==> src/rtl/data_cache_pkg.sv <==
// Shared definitions for the direct-mapped write-back data cache.
package data_cache_pkg;

   localparam int unsigned WORD_BITS        = 32;
   localparam int unsigned BYTE_OFFSET_BITS = 2;

   // Controller states.
   typedef enum logic [2:0] {
      ST_IDLE,
      ST_LOOKUP,
      ST_WRITE_BACK,
      ST_ALLOCATE,
      ST_WAIT_FILL
   } state_t;

   // Tag width left over once byte offset, word offset and index are removed.
   function automatic int unsigned tag_bits_for(input int unsigned num_sets,
                                                input int unsigned block_words);
      return 32 - BYTE_OFFSET_BITS - $clog2(num_sets) - $clog2(block_words);
   endfunction

endpackage

==> src/rtl/data_cache_line_store.sv <==
// Tag, valid, dirty and data arrays for the data cache.
// Reads are combinational by index; all writes are synchronous.
// Valid and dirty bits clear asynchronously; tags and data are never reset.
module cache_line_store
   import data_cache_pkg::*;
#(
   parameter int unsigned NUM_SETS    = 16,
   parameter int unsigned BLOCK_WORDS = 4,
   parameter int unsigned INDEX_BITS  = $clog2(NUM_SETS),
   parameter int unsigned OFFSET_BITS = $clog2(BLOCK_WORDS),
   parameter int unsigned TAG_BITS    = tag_bits_for(NUM_SETS, BLOCK_WORDS)
) (
   input  logic                               clk,
   input  logic                               reset,
   input  logic [INDEX_BITS-1:0]              index,
   output logic                               rd_valid,
   output logic                               rd_dirty,
   output logic [TAG_BITS-1:0]                rd_tag,
   output logic [WORD_BITS*BLOCK_WORDS-1:0]   rd_line,
   input  logic                               word_we,
   input  logic [OFFSET_BITS-1:0]             word_offset,
   input  logic [WORD_BITS-1:0]               word_data,
   input  logic                               line_we,
   input  logic [TAG_BITS-1:0]                line_tag,
   input  logic [WORD_BITS*BLOCK_WORDS-1:0]   line_data,
   input  logic                               clean_we
);

   logic [TAG_BITS-1:0]  tag_mem  [NUM_SETS];
   logic [WORD_BITS-1:0] data_mem [NUM_SETS][BLOCK_WORDS];
   logic [NUM_SETS-1:0]  valid;
   logic [NUM_SETS-1:0]  dirty;

   // Combinational read of the indexed line.
   always_comb begin
      rd_valid = valid[index];
      rd_dirty = dirty[index];
      rd_tag   = tag_mem[index];
      rd_line  = '0;
      for (int unsigned w = 0; w < BLOCK_WORDS; w++) begin
         rd_line[w*WORD_BITS +: WORD_BITS] = data_mem[index][w];
      end
   end

   // Valid/dirty bookkeeping; a refill leaves the line clean, a store dirties it.
   always_ff @(posedge clk or negedge reset) begin
      if (!reset) begin
         valid <= '0;
         dirty <= '0;
      end else if (line_we) begin
         valid[index] <= 1'b1;
         dirty[index] <= 1'b0;
      end else if (word_we) begin
         dirty[index] <= 1'b1;
      end else if (clean_we) begin
         dirty[index] <= 1'b0;
      end
   end

   // Tag and data writes: whole-line refill or single-word store.
   always_ff @(posedge clk) begin
      if (line_we) begin
         tag_mem[index] <= line_tag;
         for (int unsigned w = 0; w < BLOCK_WORDS; w++) begin
            data_mem[index][w] <= line_data[w*WORD_BITS +: WORD_BITS];
         end
      end else if (word_we) begin
         data_mem[index][word_offset] <= word_data;
      end
   end

endmodule

==> src/rtl/data_cache.sv <==
// Direct-mapped, write-back, write-allocate data cache between the CPU
// load/store stage and a block-oriented data memory.
module data_cache
   import data_cache_pkg::*;
#(
   parameter int unsigned NUM_SETS    = 16,
   parameter int unsigned BLOCK_WORDS = 4
) (
   input  logic                               clk,
   input  logic                               reset,
   input  logic                               is_input_valid,
   input  logic [31:0]                        addr,
   input  logic [31:0]                        din,
   input  logic                               mem_read,
   input  logic                               mem_write,
   output logic                               is_ready,
   output logic                               is_output_valid,
   output logic [31:0]                        dout,
   output logic                               is_hit,
   output logic                               mem_req_valid,
   input  logic                               mem_req_ready,
   output logic                               mem_req_write,
   output logic [31:0]                        mem_req_addr,
   output logic [32*BLOCK_WORDS-1:0]          mem_req_wdata,
   input  logic                               mem_resp_valid,
   input  logic [32*BLOCK_WORDS-1:0]          mem_resp_rdata
);

   localparam int unsigned INDEX_BITS  = $clog2(NUM_SETS);
   localparam int unsigned OFFSET_BITS = $clog2(BLOCK_WORDS);
   localparam int unsigned TAG_BITS    = tag_bits_for(NUM_SETS, BLOCK_WORDS);
   localparam int unsigned LINE_BITS   = WORD_BITS * BLOCK_WORDS;

   state_t state, next_state;

   // Latched request: word address (byte offset dropped), store data, kind.
   logic [29:0]            req_waddr;
   logic [31:0]            req_din;
   logic                   req_write;
   logic                   req_access;
   logic                   miss_flag;

   logic [OFFSET_BITS-1:0] req_offset;
   logic [INDEX_BITS-1:0]  req_index;
   logic [TAG_BITS-1:0]    req_tag;

   logic                   rd_valid, rd_dirty;
   logic [TAG_BITS-1:0]    rd_tag;
   logic [LINE_BITS-1:0]   rd_line;
   logic [31:0]            hit_word;
   logic                   hit;

   logic                   accept;
   logic                   word_we, line_we, clean_we;
   logic                   load_wb, load_alloc, drop_req, set_miss;

   logic                   byte_offset_unused;
   assign byte_offset_unused = ^addr[1:0];

   assign req_offset = req_waddr[OFFSET_BITS-1:0];
   assign req_index  = req_waddr[OFFSET_BITS +: INDEX_BITS];
   assign req_tag    = req_waddr[29 -: TAG_BITS];

   cache_line_store #(
      .NUM_SETS    (NUM_SETS),
      .BLOCK_WORDS (BLOCK_WORDS)
   ) u_store (
      .clk         (clk),
      .reset       (reset),
      .index       (req_index),
      .rd_valid    (rd_valid),
      .rd_dirty    (rd_dirty),
      .rd_tag      (rd_tag),
      .rd_line     (rd_line),
      .word_we     (word_we),
      .word_offset (req_offset),
      .word_data   (req_din),
      .line_we     (line_we),
      .line_tag    (req_tag),
      .line_data   (mem_resp_rdata),
      .clean_we    (clean_we)
   );

   // Tag compare and selection of the requested word from the indexed line.
   always_comb begin
      hit      = rd_valid && (rd_tag == req_tag);
      hit_word = '0;
      for (int unsigned w = 0; w < BLOCK_WORDS; w++) begin
         if (req_offset == w[OFFSET_BITS-1:0]) begin
            hit_word = rd_line[w*WORD_BITS +: WORD_BITS];
         end
      end
   end

   // State register.
   always_ff @(posedge clk or negedge reset) begin
      if (!reset) begin
         state <= ST_IDLE;
      end else begin
         state <= next_state;
      end
   end

   // Next-state decode, CPU-side outputs and array/memory-request strobes.
   always_comb begin
      next_state      = state;
      is_ready        = 1'b0;
      is_output_valid = 1'b0;
      is_hit          = 1'b0;
      dout            = '0;
      accept          = 1'b0;
      word_we         = 1'b0;
      line_we         = 1'b0;
      clean_we        = 1'b0;
      load_wb         = 1'b0;
      load_alloc      = 1'b0;
      drop_req        = 1'b0;
      set_miss        = 1'b0;
      unique case (state)
         ST_IDLE: begin
            is_ready = 1'b1;
            if (is_input_valid) begin
               accept     = 1'b1;
               next_state = ST_LOOKUP;
            end
         end
         ST_LOOKUP: begin
            if (!req_access || hit) begin
               is_output_valid = 1'b1;
               is_hit          = !miss_flag;
               word_we         = req_write;
               if (req_access && !req_write) begin
                  dout = hit_word;
               end
               next_state = ST_IDLE;
            end else if (rd_valid && rd_dirty) begin
               set_miss   = 1'b1;
               load_wb    = 1'b1;
               next_state = ST_WRITE_BACK;
            end else begin
               set_miss   = 1'b1;
               load_alloc = 1'b1;
               next_state = ST_ALLOCATE;
            end
         end
         ST_WRITE_BACK: begin
            if (mem_req_valid && mem_req_ready) begin
               clean_we   = 1'b1;
               load_alloc = 1'b1;
               next_state = ST_ALLOCATE;
            end
         end
         ST_ALLOCATE: begin
            if (mem_req_valid && mem_req_ready) begin
               drop_req   = 1'b1;
               next_state = ST_WAIT_FILL;
            end
         end
         ST_WAIT_FILL: begin
            if (mem_resp_valid) begin
               line_we    = 1'b1;
               next_state = ST_LOOKUP;
            end
         end
         default: next_state = ST_IDLE;
      endcase
   end

   // Request latches; the miss flag survives the refill so the replay reports a miss.
   always_ff @(posedge clk or negedge reset) begin
      if (!reset) begin
         req_waddr  <= '0;
         req_din    <= '0;
         req_write  <= 1'b0;
         req_access <= 1'b0;
         miss_flag  <= 1'b0;
      end else if (accept) begin
         req_waddr  <= addr[31:2];
         req_din    <= din;
         req_write  <= mem_write;
         req_access <= mem_read | mem_write;
         miss_flag  <= 1'b0;
      end else if (set_miss) begin
         miss_flag  <= 1'b1;
      end
   end

   // Registered memory request; only reloaded on state changes, so it is held while stalled.
   always_ff @(posedge clk or negedge reset) begin
      if (!reset) begin
         mem_req_valid <= 1'b0;
         mem_req_write <= 1'b0;
         mem_req_addr  <= '0;
         mem_req_wdata <= '0;
      end else if (load_wb) begin
         mem_req_valid <= 1'b1;
         mem_req_write <= 1'b1;
         mem_req_addr  <= {rd_tag, req_index, {(OFFSET_BITS+BYTE_OFFSET_BITS){1'b0}}};
         mem_req_wdata <= rd_line;
      end else if (load_alloc) begin
         mem_req_valid <= 1'b1;
         mem_req_write <= 1'b0;
         mem_req_addr  <= {req_tag, req_index, {(OFFSET_BITS+BYTE_OFFSET_BITS){1'b0}}};
      end else if (drop_req) begin
         mem_req_valid <= 1'b0;
         mem_req_write <= 1'b0;
      end
   end

endmodule

==> config.mk <==
export PLATFORM = sky130hd
export DESIGN_NAME = data_cache
export DESIGN_NICKNAME = d
export VERILOG_FILES = /design/src/rtl/data_cache_pkg.sv /design/src/rtl/data_cache_line_store.sv /design/src/rtl/data_cache.sv
export SDC_FILE = /design/constraint.sdc
export NUM_CORES = 2
export LEC_CHECK = 0
export CAP_MARGIN = 10
export CORE_UTILIZATION = 35
export CTS_BUF_LIST = sky130_fd_sc_hd__clkbuf_16
export CTS_CLUSTER_DIAMETER = 40
export DETAILED_ROUTE_END_ITERATION = 8
export PLACE_DENSITY = 0.49
export SLEW_MARGIN = 5
export SYNTH_ARGS = -nofsm -noshare
export SYNTH_HDL_FRONTEND = slang
export SYNTH_SLANG_ARGS = --single-unit
==> constraint.sdc <==
create_clock -name clk -period 5.9 [get_ports clk]
set_clock_uncertainty 0.05 [all_clocks]
set_input_delay 0.59 -clock clk [delete_from_list [all_inputs] [get_ports clk]]
set_output_delay 0.59 -clock clk [all_outputs]
set_load 0.005 [all_outputs]
**Signal wires on met1**

Scale: 1 px per um.
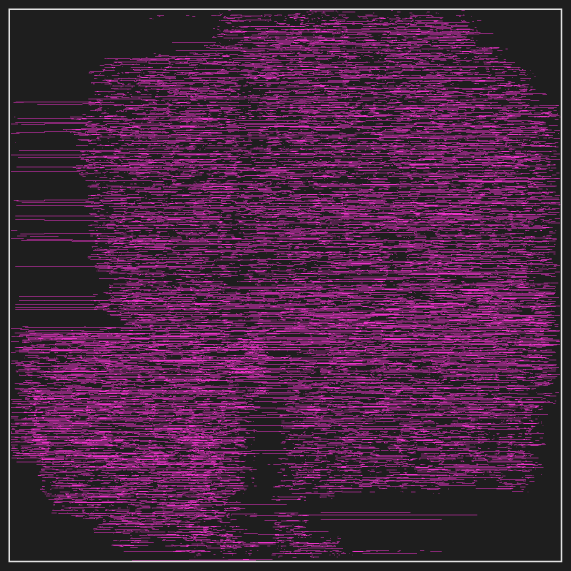
main direction: horizontal
nets with wire on the layer: 5434
wire length on this layer: 142 mm
share of all routed wire: 42%

**Zoomed window**

Window x 125 to 150, y 401 to 426 um. Cells in grey, sequential cells in the stronger grey; small squares are vias.
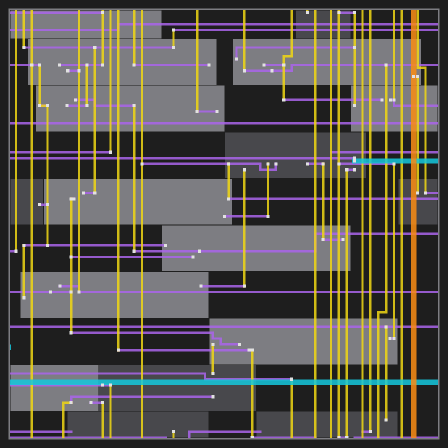
| layer | colour |
|---|---|
| M4 | orange |
| M3 | cyan |
| M2 | yellow |
| M1 | purple |
most frequent: edfxtp_1 (8), mux4_2 (3)
sequential cells in the window: 8
netlist names of flops here include: `u_store.data_mem` (8)
cells with their middle in the window: 13

**Placement by cell class**

Scale: 1 px per um.
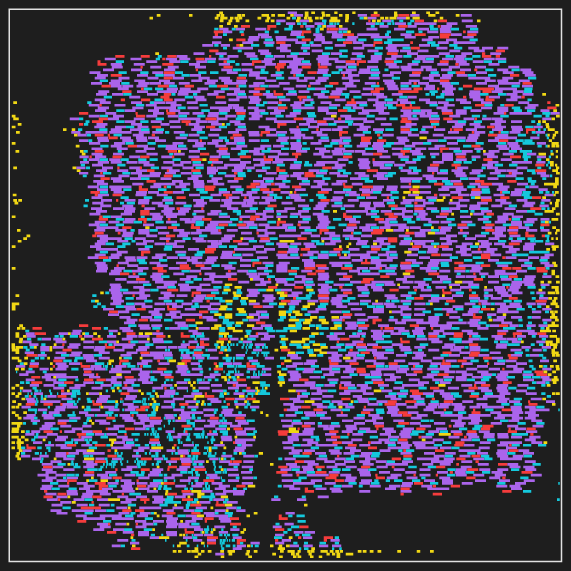
| class | colour | cells | share of their area |
|---|---|---|---|
| remaining buffers and delay cells | yellow | 669 | 5.8% |
| registers | purple | 2690 | 62% |
| remaining logic cells | cyan | 1724 | 20% |
| clock drivers and dummy loads | red | 792 | 12% |

**Congestion heat map**

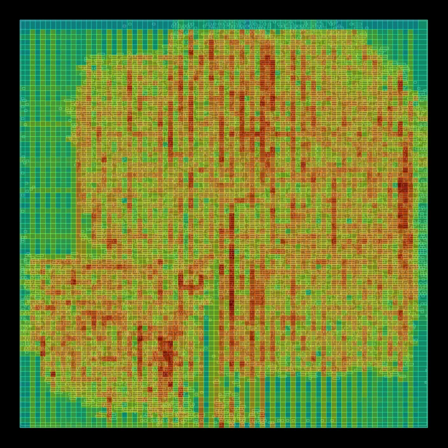
Final Util: 0.442
global-route total usage across every layer: 0.224
fraction of met2 tracks used by global routing: 0.362
global routing's busiest layer: met2

==> impl_metrics.json <==
{
  "final_cell_count_no_fill": 9870,
  "cpPeakStageDelay_ps": 670,
  "non_clock_buffer_area_share": 0.0557,
  "buffers": 669,
  "tap_cell_count": 3958,
  "total_leakage_power_nw": 43.5,
  "cap_violations": 0,
  "critPathMaxFanout": 47,
  "layout_top_cells": "edfxtp_1, mux4_2, clkbuf_16",
  "layout_worst_path_cycle_share": 0.975,
  "worst-endpoint-required_ps": 5260,
  "dominantRegCellSynth": "edfxtp_1",
  "vdd_drop_max_mv": 0.593,
  "number_of_buffers_added_by_the_clock_tree_synthesis_step": 421,
  "clock.fmax_mhz": 174,
  "antenna_diodes": 37,
  "mostFrequentLayoutCell": "edfxtp_1",
  "initCoreUtil": 0.352,
  "async_reset_ff_frac": 0.0959,
  "register_area_sq_um": 79500,
  "max_slew_margin": 0.179,
  "largest_register_ff_count": 2048,
  "antenna_violations_before_repair": 81,
  "layout-drive-gt1-share": 0.375,
  "top_register": "u_store.data_mem",
  "post-route-drc-count": 0,
  "detailedRoute.firstPassIterationCount": 5,
  "stages_on_worst_setup_path": 10,
  "grt_pass1_wl_mm": 464,
  "ys_seq_frac": 0.754,
  "fin_worst_hold_slack_ps": 153,
  "inv_count": 14,
  "cts-root-buf": "clkbuf_16",
  "clock_area_frac": 0.112,
  "cts.htree.levels": 5,
  "register_fraction_of_the_total_cell_area": 0.600,
  "dominant_cells": "flip-flops and latches",
  "netlist-cell-type-count": 56,
  "post_drt_via_cell_ratio": 5.48,
  "mappedNetlistArea_sq_um": 105000,
  "dp_worst_setup_slack_ps": 305,
  "simple_gate_share": 0.0117,
  "post_cts_hold_fix_buffer_tally": 1,
  "total_power_mw": 69.4,
  "startpoint": "req_waddr[3]$_DFFE_PN0P_",
  "xor_area_frac": 0.00249,
  "nClkBuffers": 432,
  "fa_ha_area_frac": 0,
  "path_cells": "buf_12 -> buf_12 -> buf_12 -> buf_6 -> buf_4 -> mux4_2 -> mux4_2 -> mux4_2 -> nor2b_1 -> dlygate4sd2_1",
  "synth-edff-count": 2432,
  "critPathKind": "reg -> out",
  "sh_comb_area": 0.194,
  "final_critical_path_setup_slack_ps": 149,
  "tritoncts": "done",
  "ys_ff": 2690,
  "postCtsResizedCells": 105,
  "clock_tree.buffer_depth": 4,
  "chipWidth_um": 551,
  "number_of_multi_input_combinational_cells": 1710,
  "critical_path.slowest_cell": "mux4_2",
  "route.antenna.remaining_nets": 0,
  "num_rows": 201,
  "synth.yosys.chip_area_sq_um": 105000,
  "start_of_the_worst_register_to_register_path": "req_waddr[3]$_DFFE_PN0P_",
  "synthAoiAreaFrac": 0.0152,
  "numPlacedInstances": 9013,
  "post_cts_buffers": 18,
  "run_status": "finished, final reports clean",
  "cp_top_family": "buffers and inverters",
  "io_pins": 396,
  "placeableCoreArea_sq_um": 300000,
  "drt_iter0_markers": 5818,
  "warning_count": 30,
  "detail_route.wl_per_cell_um": 34.4,
  "dpl-instance-area_sq_um": 117000,
  "synthToLayoutAreaGrowth_pct": 25.7,
  "grt_pass1_vias": 55700,
  "timing.critical_path.to_type": "output port",
  "numClockSinks": 2690,
  "synth.yosys.num_cells": 4691,
  "end_point_of_the_critical_path": "dout[26]",
  "chip_area_sq_um": 303000,
  "startpoint_type": "register",
  "final_cell_area_sq_um": 133000,
  "time_the_worst_path_needs_with_i_o_delays_and_setup_ps": 5750,
  "rrSetupSlack_ps": 760,
  "gr-total-overflow": 0,
  "largest_net_degree_at_the_start_of_global_routing": 99,
  "setup_viol": 0,
  "worstSkewPairLatency_ps": 970,
  "syn_avg_cell_area_sq_um": 22.5,
  "holdCritPathClass": "in -> async",
  "die_h_um": 551,
  "critPathArrivalTime_ps": 5110
}
report_power, final:
group	internal (mW)	leakage (nW)	switching, mW
Clock	16.3	7.34	9.37
Combinational	8.47	11.0	11.4
Sequential	22.4	25.2	1.50
worst reg2reg max path: stages (launching register included):
cell and delay, ps:
dfrtp_4 480, buf_12 160, buf_12 140, buf_16 130
mux4_2 440, mux4_2 510, xor2_1 160, nor3_1 200
buf_4 160, nand4_1 110, buf_4 170, nor4_4 250
buf_4 200, buf_4 140, o2111ai_4 390, a21oi_4 820
buf_4 310
cell usage after synthesis, types with 10 or more instances:
master / n / area share
nand3_1: 25 / 0.0012
nand4_1: 13 / 0.00077
xnor2_1: 15 / 0.0012
nor3_1: 14 / 0.00066
inv_1: 13 / 0.00046
buf_2: 54 / 0.0026
nand2_1: 68 / 0.0024
mux4_2: 757 / 0.16
mux2_2: 326 / 0.035
a21oi_1: 74 / 0.0035
nor2_1: 39 / 0.0014
nor2b_1: 38 / 0.0023
or2_2: 18 / 0.0011
or3_1: 10 / 0.00059
edfxtp_1: 2432 / 0.69
a221oi_1: 10 / 0.00083
buf_1: 34 / 0.0012
dfrtp_1: 258 / 0.061
a211oi_1: 22 / 0.0016
a22oi_1: 15 / 0.0011
xor2_1: 15 / 0.0012
a31oi_1: 19 / 0.0011
mux2i_1: 81 / 0.0077
clkbuf_1: 172 / 0.0061
o21ai_0: 81 / 0.0038
buf_4: 17 / 0.0012
per-layer routing:
metal	GRT usage	wire length, um
met3	0.0465	27100
met5	0	73
met2	0.362	163000
met4	0.0526	7590
met1	0.310	142000
Power is estimated from default activity; no workload was simulated.
